## src/rtl/vga_pkg.sv

```systemverilog
// Shared VGA 640x480@60 timing constants, counter/step types and the timing
// bundle registered by the frame controller.
package vga_pkg;

  localparam int unsigned H_VISIBLE = 640;
  localparam int unsigned H_FRONT   = 16;
  localparam int unsigned H_SYNC    = 96;
  localparam int unsigned H_BACK    = 48;
  localparam int unsigned H_TOTAL   = H_VISIBLE + H_FRONT + H_SYNC + H_BACK;

  localparam int unsigned V_VISIBLE = 480;
  localparam int unsigned V_FRONT   = 10;
  localparam int unsigned V_SYNC    = 2;
  localparam int unsigned V_BACK    = 33;
  localparam int unsigned V_TOTAL   = V_VISIBLE + V_FRONT + V_SYNC + V_BACK;

  localparam int unsigned CNT_W  = 10;
  localparam int unsigned STEP_W = 3;

  typedef logic [CNT_W-1:0]  cnt_t;
  typedef logic [STEP_W-1:0] step_t;

  localparam step_t STEP_MAX = '1;

  typedef struct packed {
    cnt_t x;
    cnt_t y;
    logic active;
    logic hsync;
    logic vsync;
    logic next_frame;
  } vga_timing_t;

  localparam vga_timing_t TIMING_RESET = '{
    x: '0, y: '0, active: 1'b0, hsync: 1'b1, vsync: 1'b1, next_frame: 1'b0
  };

endpackage

```

## src/rtl/btn_debounce.sv

```systemverilog
// Button conditioner: 2-flop synchronizer, once-per-frame debounce counter and
// rising-edge press pulse (combinational, valid in the strobe cycle).
module btn_debounce
  import vga_pkg::*;
#(
  parameter int unsigned FRAMES = 4
) (
  input  logic clk,
  input  logic rst_n,
  input  logic sample_i,
  input  logic btn_i,
  output logic level_o,
  output logic press_c_o
);

  localparam int unsigned CW = 4;

  logic [1:0]    sync_q;
  logic          level_q, level_d;
  logic [CW-1:0] cnt_q, cnt_d;
  logic          hit_c;

  always_ff @(posedge clk or negedge rst_n) begin
    if (!rst_n) begin
      sync_q  <= '0;
      level_q <= 1'b0;
      cnt_q   <= '0;
    end else begin
      sync_q  <= {sync_q[0], btn_i};
      level_q <= level_d;
      cnt_q   <= cnt_d;
    end
  end

  // Any frame sample matching the accepted level restarts the count.
  always_comb begin
    level_d = level_q;
    cnt_d   = cnt_q;
    hit_c   = (cnt_q == CW'(FRAMES - 1));
    if (sample_i) begin
      if (sync_q[1] != level_q) begin
        if (hit_c) begin
          level_d = sync_q[1];
          cnt_d   = '0;
        end else begin
          cnt_d = cnt_q + CW'(1);
        end
      end else begin
        cnt_d = '0;
      end
    end
  end

  assign level_o   = level_q;
  assign press_c_o = sample_i & sync_q[1] & ~level_q & hit_c;

endmodule

```

## src/rtl/vga_frame_ctrl.sv

```systemverilog
// VGA raster counter with registered sync/active/next_frame decode and a
// button-driven, frame-synchronous animation step size.
module vga_frame_ctrl
  import vga_pkg::*;
#(
  parameter int unsigned DEBOUNCE_FRAMES = 4,
  parameter step_t       STEP_RESET      = 3'd2,
  parameter int unsigned H_VIS           = H_VISIBLE,
  parameter int unsigned H_FP            = H_FRONT,
  parameter int unsigned H_SW            = H_SYNC,
  parameter int unsigned H_BP            = H_BACK,
  parameter int unsigned V_VIS           = V_VISIBLE,
  parameter int unsigned V_FP            = V_FRONT,
  parameter int unsigned V_SW            = V_SYNC,
  parameter int unsigned V_BP            = V_BACK
) (
  input  logic             clk,
  input  logic             rst_n,
  input  logic             btn_up,
  input  logic             btn_down,
  output logic [CNT_W-1:0] x,
  output logic [CNT_W-1:0] y,
  output logic             active,
  output logic             hsync,
  output logic             vsync,
  output logic             next_frame,
  output step_t            step_size
);

  localparam int unsigned H_TOT  = H_VIS + H_FP + H_SW + H_BP;
  localparam int unsigned V_TOT  = V_VIS + V_FP + V_SW + V_BP;
  localparam int unsigned HS_BEG = H_VIS + H_FP;
  localparam int unsigned HS_END = HS_BEG + H_SW;
  localparam int unsigned VS_BEG = V_VIS + V_FP;
  localparam int unsigned VS_END = VS_BEG + V_SW;

  vga_timing_t tim_q, tim_d;
  step_t       step_q, step_d;
  logic        up_press_c, down_press_c;
  logic        up_level_unused, down_level_unused;

  // Decode flags from the next counter value so they line up with x/y.
  always_comb begin
    tim_d   = tim_q;
    tim_d.x = tim_q.x + cnt_t'(1);
    if (tim_q.x == cnt_t'(H_TOT - 1)) begin
      tim_d.x = '0;
      tim_d.y = (tim_q.y == cnt_t'(V_TOT - 1)) ? '0 : tim_q.y + cnt_t'(1);
    end
    tim_d.active     = (tim_d.x < cnt_t'(H_VIS)) && (tim_d.y < cnt_t'(V_VIS));
    tim_d.hsync      = !((tim_d.x >= cnt_t'(HS_BEG)) && (tim_d.x < cnt_t'(HS_END)));
    tim_d.vsync      = !((tim_d.y >= cnt_t'(VS_BEG)) && (tim_d.y < cnt_t'(VS_END)));
    tim_d.next_frame = (tim_d.x == '0) && (tim_d.y == cnt_t'(V_VIS));
  end

  // Presses only occur in the next_frame cycle, so step_size moves once per frame.
  always_comb begin
    step_d = step_q;
    if (up_press_c && !down_press_c && (step_q != STEP_MAX)) begin
      step_d = step_q + step_t'(1);
    end else if (down_press_c && !up_press_c && (step_q != '0)) begin
      step_d = step_q - step_t'(1);
    end
  end

  always_ff @(posedge clk or negedge rst_n) begin
    if (!rst_n) begin
      tim_q  <= TIMING_RESET;
      step_q <= STEP_RESET;
    end else begin
      tim_q  <= tim_d;
      step_q <= step_d;
    end
  end

  btn_debounce #(.FRAMES(DEBOUNCE_FRAMES)) u_btn_up (
    .clk       (clk),
    .rst_n     (rst_n),
    .sample_i  (tim_q.next_frame),
    .btn_i     (btn_up),
    .level_o   (up_level_unused),
    .press_c_o (up_press_c)
  );

  btn_debounce #(.FRAMES(DEBOUNCE_FRAMES)) u_btn_down (
    .clk       (clk),
    .rst_n     (rst_n),
    .sample_i  (tim_q.next_frame),
    .btn_i     (btn_down),
    .level_o   (down_level_unused),
    .press_c_o (down_press_c)
  );

  assign x          = tim_q.x;
  assign y          = tim_q.y;
  assign active     = tim_q.active;
  assign hsync      = tim_q.hsync;
  assign vsync      = tim_q.vsync;
  assign next_frame = tim_q.next_frame;
  assign step_size  = step_q;

endmodule

```

## config.mk

```make
export PLATFORM = sky130hd
export DESIGN_NAME = vga_frame_ctrl
export DESIGN_NICKNAME = d
export VERILOG_FILES = /design/src/rtl/vga_pkg.sv /design/src/rtl/btn_debounce.sv /design/src/rtl/vga_frame_ctrl.sv
export SDC_FILE = /design/constraint.sdc
export NUM_CORES = 1
export LEC_CHECK = 0
export ABC_CLOCK_PERIOD_IN_PS = 3600
export CORE_UTILIZATION = 54
export DETAILED_ROUTE_END_ITERATION = 8
export PLACE_DENSITY = 0.78
export SLEW_MARGIN = 5
export SYNTH_ARGS = -nofsm -noshare
export SYNTH_HDL_FRONTEND = slang
export SYNTH_HIERARCHICAL = 1
export SYNTH_SLANG_ARGS = --single-unit
export TNS_END_PERCENT = 1
```

## constraint.sdc

```tcl
create_clock -name clk -period 3.6 [get_ports clk]
set_input_delay 0.54 -clock clk [delete_from_list [all_inputs] [get_ports clk]]
set_output_delay 0.54 -clock clk [all_outputs]
set_load 0.01 [all_outputs]
```

sizes.png
Drawn at 6 px/micron.
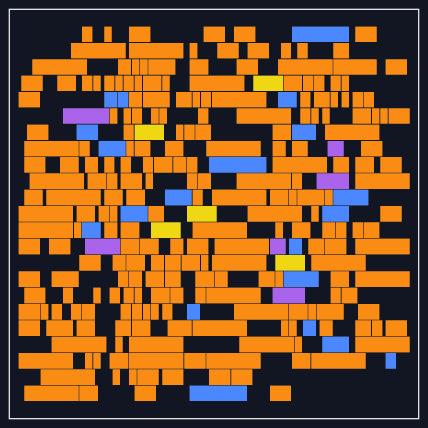
color	size	cells	share
purple	_3 and _4 cells	6	2.3%
yellow	_6 and larger	5	1.9%
orange	_0 and _1 cells	232	88%
blue	_2 cells	20	7.6%

detail.png
Window x 21 to 46, y 21 to 46 microns. Cells in gray, sequential cells in the stronger gray; small squares are vias.
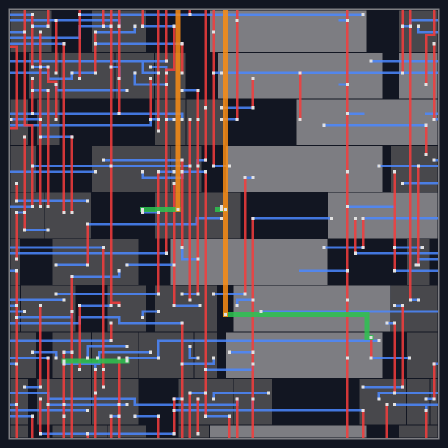
color	layer
red	metal 2
orange	metal 4
blue	metal 1
green	metal 3
most frequent	dfrtp_1 (7)
sequential cells in the window	8
cells with their middle in the window	39
netlist names of flops here include	u_btn_up/cnt_q (2)

congestion.png
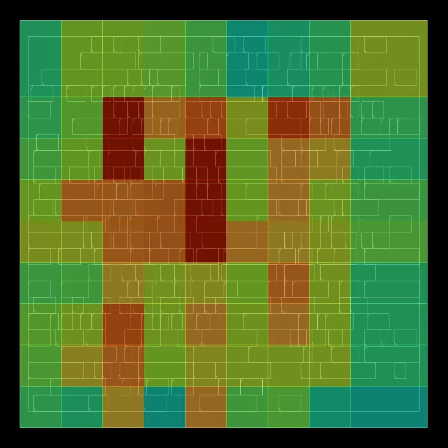
gr busiest metal: met2
grt met2 use: 0.3652
routed length per instance: 14.70 microns

==> deck_impl_summary.md <==
Synthesis and Place & Route Summary

Route
  • Post-DR vias/cell: 5.757
  • Total wire length after detailed routing: approximately 4600 microns
  • Vias after detailed routing: 1,802
  • Number of detailed-route iterations in the first pass: 4
  • Detailed-routing wirelength on met1: 2165 microns

Global routing
  • Largest net degree at the start of global routing: 42

Logic synthesis
  • And+or+nand+nor area frac: 0.2422
  • Mean instance size in the synthesized netlist: 10.00 sq um
  • Number of warnings issued by yosys: 6
  • Portion of the post-synthesis area used by sequential elements: 0.4380
  • Xor+xnor area frac: 0.07717
  • Cell type contributing the most total cell area after synthesis: sky130_fd_sc_hd__dfrtp_1
  • Tally of unique sky130hd cells used after synthesis: 58

Layout
  • Non-clock buffer contribution to total cell area: 0.1129
  • Register area: 0.001030 sq mm

Placed design
  • Post-placement setup slack: 0.8173 ns
  • Final Wtd Congestion: 0.8916
  • Post-DP Area: 0.002668 sq mm

Run status
  • Run status: complete, no violations

Pwr
  • Power share of the sequential group: 0.608
  • Reported leakage power: approximately 1.1 nW

Floorplanning
  • Die boundary width: 67.98 microns

Setup path
  • Crit path capture type: flip-flop
  • Data arrival time of the critical path: 3.00 ns
  • Launching instance or port of the critical path: x[0]$_DFF_PN0_
  • Critical Path Fanout Max: 10

Timing
  • Final tally of max-slew violations: 0

Run
  • Number of warnings the tools reported: 28
  • Max-cap violations: 0
No activity file was given, so power comes from the tool's default toggle rates.
